$ cat config.mk
export PLATFORM = sky130hd
export DESIGN_NAME = serial_ripple_adder
export DESIGN_NICKNAME = d
export VERILOG_FILES = /design/src/rtl/serial_ripple_adder.sv
export SDC_FILE = /design/constraint.sdc
export NUM_CORES = 1
export LEC_CHECK = 0
export CORE_MARGIN = 8
export CORE_UTILIZATION = 35
export DETAILED_ROUTE_END_ITERATION = 10
export GPL_ROUTABILITY_DRIVEN = 0
export SYNTH_ARGS = -nofsm -noshare
export SYNTH_HDL_FRONTEND = slang
export SYNTH_SLANG_ARGS = --single-unit
$ cat constraint.sdc
create_clock -name clk -period 2.2 [get_ports clk]
set_clock_uncertainty 0.1 [all_clocks]
set_input_delay 0.55 -clock clk [delete_from_list [all_inputs] [get_ports clk]]
set_output_delay 0.55 -clock clk [all_outputs]
set_load 0.01 [all_outputs]
$ cat src/rtl/serial_ripple_adder.sv
// Bit-serial ripple-carry adder: {cout,sum} = a + b + cin, one bit per clock, LSB first.
// Optional signed-overflow output enabled by defining SERIAL_RIPPLE_ADDER_OVF_EN.
module serial_ripple_adder #(
    parameter int WIDTH = 4
) (
    input  logic             clk,
    input  logic             rst,
    input  logic             start,
    input  logic [WIDTH-1:0] a,
    input  logic [WIDTH-1:0] b,
    input  logic             cin,
    output logic             busy,
    output logic             done,
    output logic [WIDTH-1:0] sum,
    output logic             cout
`ifdef SERIAL_RIPPLE_ADDER_OVF_EN
    ,
    output logic             ovf
`endif
);

    localparam int CW = $clog2(WIDTH) + 1;
    localparam logic [CW-1:0] LAST = CW'(WIDTH - 1);

    typedef enum logic [1:0] {IDLE, RUN, DONE} state_t;

    state_t           state_q, state_d;
    logic [WIDTH-1:0] a_q, a_d;
    logic [WIDTH-1:0] b_q, b_d;
    logic [WIDTH-1:0] res_q, res_d;
    logic [WIDTH-1:0] sum_q, sum_d;
    logic [CW-1:0]    cnt_q, cnt_d;
    logic             c_q, c_d;
    logic             cout_q, cout_d;

    logic             s_bit;
    logic             c_nxt;
    logic             last_bit;

    assign s_bit    = a_q[0] ^ b_q[0] ^ c_q;
    assign c_nxt    = (a_q[0] & b_q[0]) | (c_q & (a_q[0] ^ b_q[0]));
    assign last_bit = (state_q == RUN) && (cnt_q == LAST);

    always_comb begin
        state_d = state_q;
        a_d     = a_q;
        b_d     = b_q;
        res_d   = res_q;
        sum_d   = sum_q;
        cnt_d   = cnt_q;
        c_d     = c_q;
        cout_d  = cout_q;
        case (state_q)
            RUN: begin
                res_d = {s_bit, res_q[WIDTH-1:1]};
                a_d   = a_q >> 1;
                b_d   = b_q >> 1;
                c_d   = c_nxt;
                cnt_d = cnt_q + 1'b1;
                if (last_bit) begin
                    // Publish only the completed word so sum never shows partial bits.
                    sum_d   = {s_bit, res_q[WIDTH-1:1]};
                    cout_d  = c_nxt;
                    state_d = DONE;
                end
            end
            default: begin
                if (state_q == DONE) begin
                    state_d = IDLE;
                end
                if (start) begin
                    a_d     = a;
                    b_d     = b;
                    c_d     = cin;
                    cnt_d   = '0;
                    state_d = RUN;
                end
            end
        endcase
    end

    always_ff @(posedge clk) begin
        if (rst) begin
            state_q <= IDLE;
            a_q     <= '0;
            b_q     <= '0;
            res_q   <= '0;
            sum_q   <= '0;
            cnt_q   <= '0;
            c_q     <= 1'b0;
            cout_q  <= 1'b0;
        end else begin
            state_q <= state_d;
            a_q     <= a_d;
            b_q     <= b_d;
            res_q   <= res_d;
            sum_q   <= sum_d;
            cnt_q   <= cnt_d;
            c_q     <= c_d;
            cout_q  <= cout_d;
        end
    end

    assign busy = (state_q == RUN);
    assign done = (state_q == DONE);
    assign sum  = sum_q;
    assign cout = cout_q;

`ifdef SERIAL_RIPPLE_ADDER_OVF_EN
    logic ovf_q, ovf_d;

    // On the MSB edge c_q is the carry into the MSB.
    always_comb begin
        ovf_d = ovf_q;
        if (last_bit) begin
            ovf_d = c_q ^ c_nxt;
        end
    end

    always_ff @(posedge clk) begin
        if (rst) begin
            ovf_q <= 1'b0;
        end else begin
            ovf_q <= ovf_d;
        end
    end

    assign ovf = ovf_q;
`else
    // Signed-overflow flag not built in this configuration.
`endif

endmodule
==> results.txt <==
impl run done, here's what came out: status=finished, final reports clean, FILL cells=about 260, CP startpoint=state_q[1], R2R depth=5, Pwr Density=617 mW/mm2, FMAX=between 400 and 500 MHz, TNS Setup=0 ps, vias=slightly below 800, largest net degree at the start of global routing=23, Crit. path cell count=3, initial antenna violation count=0, crit path max fanout=9, Post-Synthesis Cells=107, number of synthesized flops with an enable pin=0, Cell Type Count=24, predominant post-synthesis flop cell=dfxtp_1, synthesized cell area=around 1000 um2, Commonest Layout Cell=dfxtp_1, Synth Seq Share=0.441, CTS tree=done, final hold vios=0, share of post-route cells with drive strength above 1=0.205, chip height=between 60 and 70 um, reg2reg setup slack=680 ps, worst min path class=flop to flop, clock-pin slew on the worst setup and hold paths=between 100 and 150 ps, Layout Utilization=0.451, syn_nets=between 100 and 150, Avg WL per Cell=approximately 13 um, Final WS setup=between 90 and 100 ps, Die X=just under 70 um, Core Region=roughly 0.0027 mm2, worst setup path endpoint=busy, Tool Warnings=26, vias per cell=between 4 and 5, fp_density=0.365, RSZ-0062 raised after global routing=false, Avg Inst Size Synth=9.33 um2, VDD IR-drop max=~0.00031 V, r2r startpoint=cnt_q[0], Post-synth ARST share=0, most instantiated logic cells after routing=dfxtp_1 (21), nand2_1 (19), clkdlybuf4s50_1 (18), Crit path max-delay family=buffers and inverters, Worst setup SP type=flop, die area=between 0.004 and 0.005 mm2, vias in the first global route=772, io pins=19, Remaining DRCs=0, post-route minimum period=around 2100 ps, clk_lat worst skew=300 ps
power by group:
group | switching, mW | total [mW] | internal, mW
sequential | 0.0148 | 0.432 | 0.417
combinational | 0.0572 | 0.113 | 0.0563
clock | 0.114 | 0.215 | 0.101
worst register-to-register path, delay by kind of cell (launching register included):
family | cells | cell delay [ps]
and+or+nand+nor | 2 | 400
DFF | 1 | 370
AOI/OAI and AO/OA | 1 | 70
adders and majority gates | 2 | 470
worst min path at each step:
stage                         from        to  slack [ps]  cells after the start
final                       sum[0]    sum[0]         360                      2
after global routing      res_q[1]  res_q[1]         390                      2
after CTS                   sum[0]    sum[0]         370                      2
after detailed placement    sum[0]    sum[0]         350                      2
after global placement    res_q[1]  res_q[1]         340                      2
after floorplan           res_q[1]  res_q[1]         340                      2
final cells by class:
cell class	count	area, um2	area share
timing repair buffer	23	218	0.177
tap	31	38.8	0.0315
multi-input combinational	75	484	0.393
inverter	3	13.8	0.0112
clock buffer	4	36.3	0.0294
sequential	22	442	0.358
routing by layer:
| metal | global-route usage | part of all wire | up-vias |
|---|---|---|---|
| met5 | 0 | 0 | - |
| met4 | 0.0478 | 0.013 | 0 |
| met3 | 0.0100 | 0.015 | 2 |
| met2 | 0.139 | 0.49 | 7 |
| met1 | 0.100 | 0.48 | 374 |
| li1 | - | - | 404 |
logic make-up (layout without fill, tap and decap cells):
group           count (synthesis)  count (layout)  synth area share
simple gates                   43              43             0.201
compound gates                 26              26             0.209
flops                          22              22             0.441
buf+inv                        10              30            0.0739
fa+ha+maj                       3               3            0.0451
mux                             3               3            0.0301
metrics by stage:
step	area [um2]	cells	hold slack [ps]	power [mW]
floorplan	998	107	337	0.520
global placement	1180	152	343	0.550
detailed placement	1180	152	350	0.551
CTS	1220	156	367	0.769
global route	1230	158	391	0.798
finish	1230	158	361	0.760
flip-flops by register name, indices dropped and copies added (netlist names):
register  cells
a_q           4
b_q           4
c_q           1
cnt_q         3
cout          1
res_q         3
state_q       2
sum           4
cells in the mapped netlist (2+ instances only):
master    instances  area share
a211oi_2          7       0.088
a21oi_1          11       0.055
a21oi_2           7       0.061
buf_2             2       0.010
buf_4             2       0.015
dfxtp_1          22        0.44
ha_1              2       0.025
inv_1             2      0.0075
mux2i_1           3       0.030
nand2_1          19       0.071
nand2b_1          2       0.013
nand3_1           8       0.040
nor2_1            8       0.030
nor3_1            2       0.010
what timing repair did:
item	CTS	global route
buffers inserted	0	2
resized	0	1
endpoints found under the setup margin	0	1
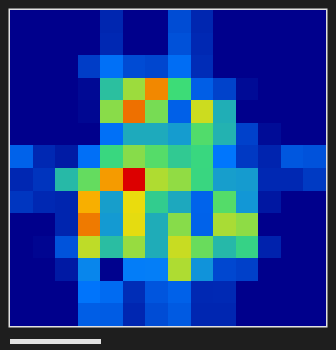
wire_density.png
The bar under the picture is 20 um long. The die is cut into 14 by 14 equal tiles; dark blue is low, red is high, scaled to the fullest tile. Values are wire area over tile area, all layers added.
The densest ninth of the die: middle. The mean over all tiles is 0.063. The fullest tile reaches 0.34. The emptiest ninth of the die: top right.
routed wire length: 2000 um
Total GRT Usage: 0.0836

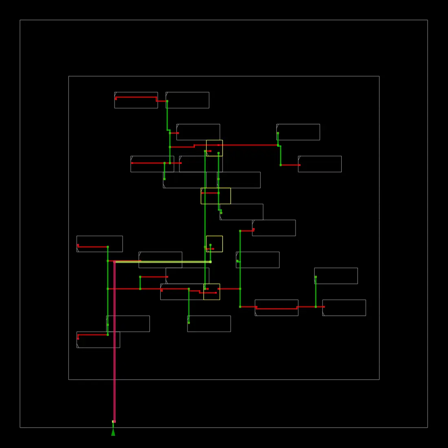
final_clocks.png
Clock group: 215 uW
TritonCTS Sinks: 22

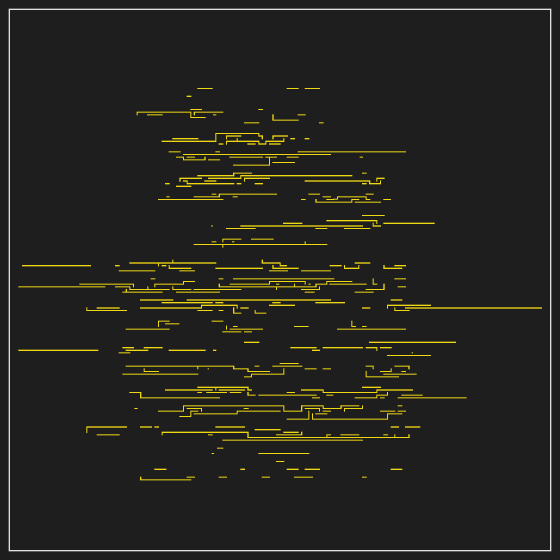
met1.png
The longest straight run is 20.7 um. The wires run mostly horizontal. The layer carries 955 um of wire. 135 nets have wire on it. The layer holds 48% of the routed length.

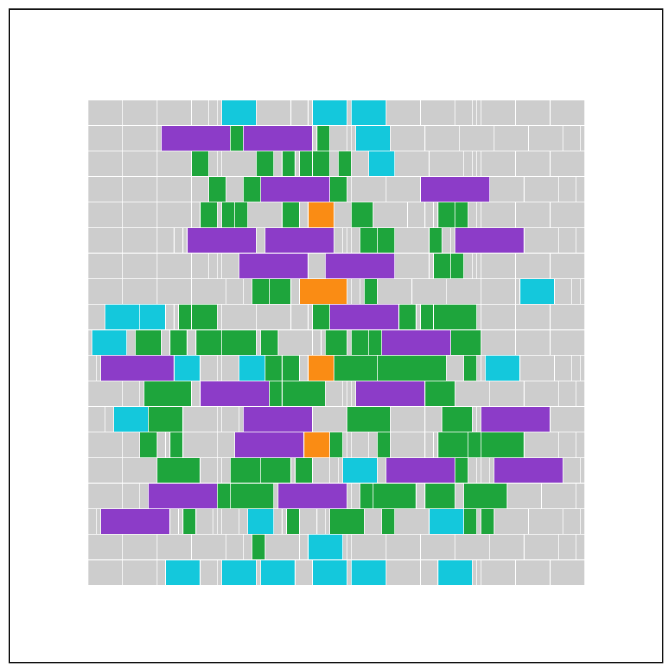
cell_classes.png
Fill, decap, tap and diode cells in grey.
Key: other buffers and delay cells = cyan [cells 23]; flip-flops = purple [cells 22]; clock drivers and dummy loads = orange [cells 4]; all other logic = green [cells 78]

Power is estimated from default activity; no workload was simulated.
